`src/rtl/vc_out_scheduler.sv`:
```
// Drain-side scheduler for the per-VC shared buffer: round-robin VC selection,
// commit handshake to the buffer, registered output stage and per-VC credits.
module vc_out_scheduler #(
   parameter int NUM_VC     = 4,
   parameter int DATA_W     = 32,
   parameter int CREDIT_MAX = 4
) (
   input  logic                      clk,
   input  logic                      rst_n,
   input  logic [NUM_VC-1:0]         vc_nonempty,
   output logic                      commit_ready,
   output logic [$clog2(NUM_VC)-1:0] commit_id,
   input  logic                      buf_valid,
   input  logic [DATA_W-1:0]         buf_data,
   output logic                      out_valid,
   output logic [DATA_W-1:0]         out_data,
   output logic [$clog2(NUM_VC)-1:0] out_vc,
   input  logic                      out_ready,
   input  logic                      credit_ret,
   input  logic [$clog2(NUM_VC)-1:0] credit_ret_vc,
   output logic                      credit_err
);

   localparam int IDW = $clog2(NUM_VC);
   localparam int CW  = $clog2(CREDIT_MAX + 1);
   localparam logic [CW-1:0] CREDIT_FULL = CW'(CREDIT_MAX);

   logic [CW-1:0]     credit [NUM_VC];
   logic [IDW-1:0]    rr_ptr;
   logic [IDW-1:0]    grant;
   logic [IDW-1:0]    commit_id_q;
   logic [NUM_VC-1:0] elig;
   logic              any_elig;
   logic              slot_free;
   logic              pop;

   always_comb begin
      for (int v = 0; v < NUM_VC; v++) begin
         elig[v] = vc_nonempty[v] && (credit[v] != '0);
      end
   end

   assign any_elig  = |elig;
   assign slot_free = !out_valid || out_ready;

   // Scan from rr_ptr upward; NUM_VC is a power of two so the index wraps naturally.
   always_comb begin
      logic [IDW-1:0] idx;
      logic           found;
      grant = '0;
      found = 1'b0;
      idx   = '0;
      for (int k = 0; k < NUM_VC; k++) begin
         idx = rr_ptr + IDW'(k);
         if (!found && elig[idx]) begin
            grant = idx;
            found = 1'b1;
         end
      end
   end

   assign commit_ready = slot_free && any_elig;
   assign commit_id    = commit_ready ? grant : commit_id_q;
   assign pop          = commit_ready && buf_valid;

   always_ff @(posedge clk or negedge rst_n) begin
      if (!rst_n) begin
         commit_id_q <= '0;
         rr_ptr      <= '0;
      end else begin
         if (commit_ready) begin
            commit_id_q <= grant;
         end
         if (pop) begin
            rr_ptr <= grant + IDW'(1);
         end
      end
   end

   // A pop reloads the register even while the previous flit drains, sustaining 1 flit/cycle.
   always_ff @(posedge clk or negedge rst_n) begin
      if (!rst_n) begin
         out_valid <= 1'b0;
         out_data  <= '0;
         out_vc    <= '0;
      end else if (pop) begin
         out_valid <= 1'b1;
         out_data  <= buf_data;
         out_vc    <= grant;
      end else if (out_valid && out_ready) begin
         out_valid <= 1'b0;
      end
   end

   // Pop and return on the same VC cancel; a return onto a full counter is dropped and flagged.
   always_ff @(posedge clk or negedge rst_n) begin
      if (!rst_n) begin
         for (int v = 0; v < NUM_VC; v++) begin
            credit[v] <= CREDIT_FULL;
         end
         credit_err <= 1'b0;
      end else begin
         for (int v = 0; v < NUM_VC; v++) begin
            if (credit_ret && (credit_ret_vc == IDW'(v)) && !(pop && (grant == IDW'(v)))) begin
               if (credit[v] == CREDIT_FULL) begin
                  credit_err <= 1'b1;
               end else begin
                  credit[v] <= credit[v] + CW'(1);
               end
            end else if (pop && (grant == IDW'(v)) && !(credit_ret && (credit_ret_vc == IDW'(v)))) begin
               credit[v] <= credit[v] - CW'(1);
            end
         end
      end
   end

endmodule

```
`config.mk`:
```
export PLATFORM = sky130hd
export DESIGN_NAME = vc_out_scheduler
export DESIGN_NICKNAME = d
export VERILOG_FILES = /design/src/rtl/vc_out_scheduler.sv
export SDC_FILE = /design/constraint.sdc
export NUM_CORES = 1
export LEC_CHECK = 0
export CAP_MARGIN = 20
export CORE_MARGIN = 1.5
export CORE_UTILIZATION = 36
export DETAILED_ROUTE_END_ITERATION = 6
export SETUP_SLACK_MARGIN = 0.15
export SLEW_MARGIN = 20
export SYNTH_ARGS = -nofsm -noshare
export SYNTH_HDL_FRONTEND = slang
export SYNTH_SLANG_ARGS = --single-unit
export TNS_END_PERCENT = 1
```
`constraint.sdc`:
```
create_clock -name clk -period 6.7 [get_ports clk]
set_input_delay 1.34 -clock clk [delete_from_list [all_inputs] [get_ports clk]]
set_output_delay 1.34 -clock clk [all_outputs]
set_load 0.05 [all_outputs]
```
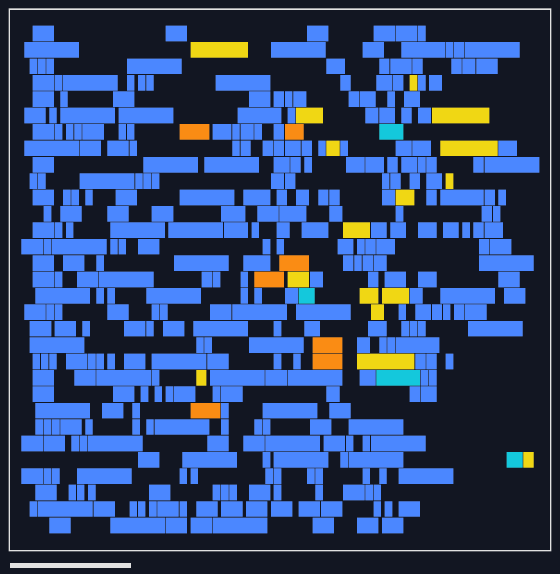
(images/sizes.png)
The bar under the picture is 20 um long.
| color | size | cells |
|---|---|---|
| yellow | _2 cells | 16 |
| blue | _0 and _1 cells | 361 |
| cyan | _3 and _4 cells | 4 |
| orange | _6 and larger | 7 |
growth of design area from synthesis to finish: 36.44%
post-route design area: 0.003682 sq mm

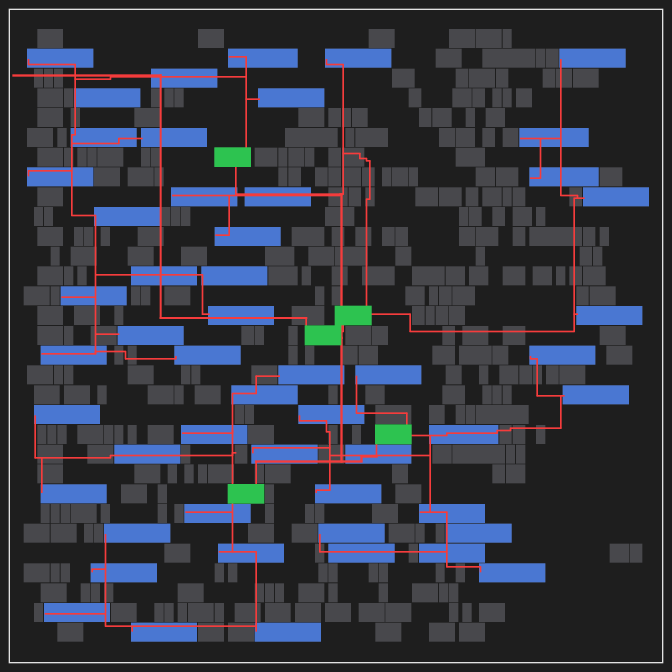
(images/clk_routes.png)
[green] clock drivers | count: 5
[red] clock wires | length: 776 um
[blue] flip-flops | count: 52
routed clock nets: 6
flops lie: spread over the die
clk_skew: 0.004358 ns
clock network power consumption: 199 uW
portion of total power attributed to the clock network: 13.2%
Late-Pin Clk Latency: 0.31 ns

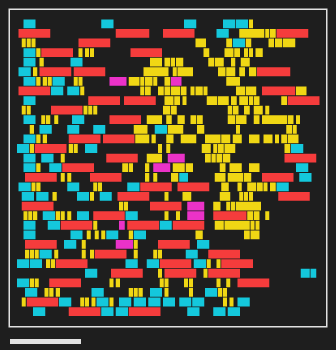
(images/placement_by_type.png)
The bar under the picture is 20 um long.
| color | class | cells | share of their area |
|---|---|---|---|
| yellow | combinational and other logic | 245 | 38% |
| red | flops | 52 | 37% |
| cyan | other buffers and delay cells | 83 | 23% |
| magenta | clock drivers and dummy loads | 8 | 2.7% |
Util after Layout: 50.77%
floorplan row count: 31
core area: 0.007253 sq mm

==> run notes <==
The flow ran to the end, and the final reports show no timing, DRC or antenna violations. The hold path startpoint was out_data[2]. The transition time recorded at the tightest slew-check pin is 0.7712 ns. The global-route wire length before repair was 10.77 mm; the internal power summed over all cells was 800.6 uW. Per the layout report, the design carries 689 filler cells. The non-clock buffer total of the final layout was 83; the number of antenna-violating nets in the routed design was 0. From the final report, the count of setup violators was given as 0.

With the synthesized area divided by synthesized cell count at 8.734 sq um, the pin count of the biggest net entering global routing is 53. Counting every instance in the synthesized netlist gives 309. STA lists the maximum fanout along the critical path as 11.

Across the VDD grid, the largest voltage drop is 0.1757 mV. Ranked by power, first place goes to combinational logic. Summing over the stages, the warning tally comes to 29. In this design, the largest share of critical-path delay is due to buffers and inverters.

By area the synthesized netlist is led by sky130_fd_sc_hd__dfrtp_1 45%, sky130_fd_sc_hd__nand2_1 15%, sky130_fd_sc_hd__dfstp_2 3.9%. After synthesis the cells add up to 0.002699 sq mm. The buffers plus inverters on the worst setup path was 2.

After synthesis, the design contains 309 cells according to Yosys. The run gives 541 uW as the power drawn by the sequential cells. The type of element launching the critical path was an input port. In this run the power spent charging and discharging nets is 713.6 uW.

The synthesized netlist contains 52 unique library cells. The capture point of the critical path was reported as commit_id[1]. The run gives 0.4860 ns as the worst-case hold slack. In this run the static leakage power is 0.001672 uW.

The sink of the worst hold path was out_data[2]. Cell repeated most along the worst path: sky130_fd_sc_hd__clkdlybuf4s50_1. The tools report the total DRC errors in the routed layout as 0. The run gives 0 ns as the final sum of negative setup slack. The category of the critical setup timing path was input port to primary output.

The tree is rooted in a sky130_fd_sc_hd__clkbuf_8. Once the clock tree was built, the resizer swapped 0 gates to a different size. Setup slack closes at 1.480 ns. The largest single stage delay on the critical path is 0.73 ns. Final net count: 438. Ranking logic cells in the layout by count gives the top entries 109 x sky130_fd_sc_hd__nand2_1, 80 x sky130_fd_sc_hd__clkdlybuf4s50_1, 48 x sky130_fd_sc_hd__dfrtp_1.

Per the detail_route report, vias per standard cell equal 4.811. The share of final layout cell area taken by clock buffers and inverters works out to 2.616%. The tools report the post-cts hold-fix buffer tally as 0.

Per report_power, the combinational group accounts for 51.1% of the total. The finished layout holds 487 standard cells, fillers aside. The tools report the endpoint type of the worst setup path as a primary output. Before antenna repair, the detailed router went through 4 iterations. For reference, the critical path is launched at vc_nonempty[3]. For the post-placement worst setup slack, the log shows 1.504 ns.

The endpoint of the most critical register-to-register path is credit[2].
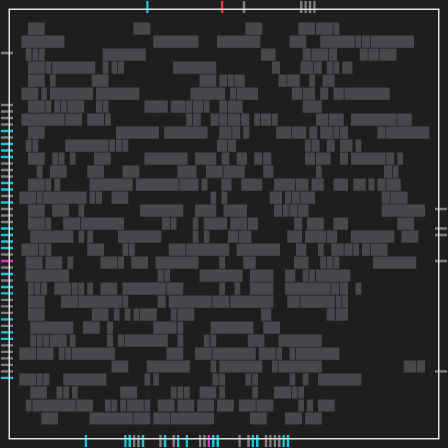
(images/io_placement.png)
Pins as bars across the die edge, other pins in gray.
| color | port | pins | direction | edge |
|---|---|---|---|---|
| cyan | `out_data` | 32 | output | 18 left, 13 bottom, 1 top |
| magenta | `out_vc` | 2 | output | 1 bottom, 1 left |
| red | `commit_ready` | 1 | output | top |
all pins by edge: 44 left, 26 bottom, 7 top, 5 right
# port buffers: 81
horizontal die dimension: 89.59 um
vertical die size: 89.59 um

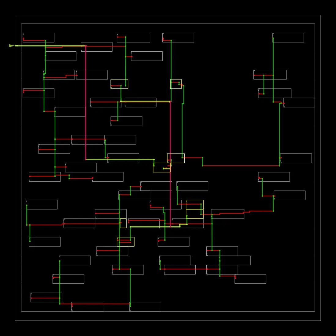
(images/clocks.png)
clock buffer instance count of the final layout: 6
total clock sinks: 52
number of CTS-inserted buffers: 5
flop count: 52

## kinds of logic (layout without fill, tap and decap cells)
kind of cell               count (synthesis)  count (layout)  share of synthesized area, %
xor gates and xnor gates                   1               1                        0.3246
AOI/OAI and AO/OA                         60              60                         15.25
and+or+nand+nor                          159             159                         25.68
adders and majority gates                  8               8                         4.822
muxes                                      4               4                         1.576
DFF                                       52              52                         48.40
buffers and inverters                     25             104                         3.941
## registers in the layout, indices dropped and copies added, names as in the netlist
signal,cells
out_data,32
credit_err,1
out_valid,1
credit,12
out_vc,2
rr_ptr,2
commit_id_q,2
## layer usage
metal	part of all wire, %	routed length [um]
met5	0	0
met4	1.1	70
met3	7.6	502
met2	44	2915
met1	47	3145
Power figures rest on the tool's default switching activity, not on a simulated workload.
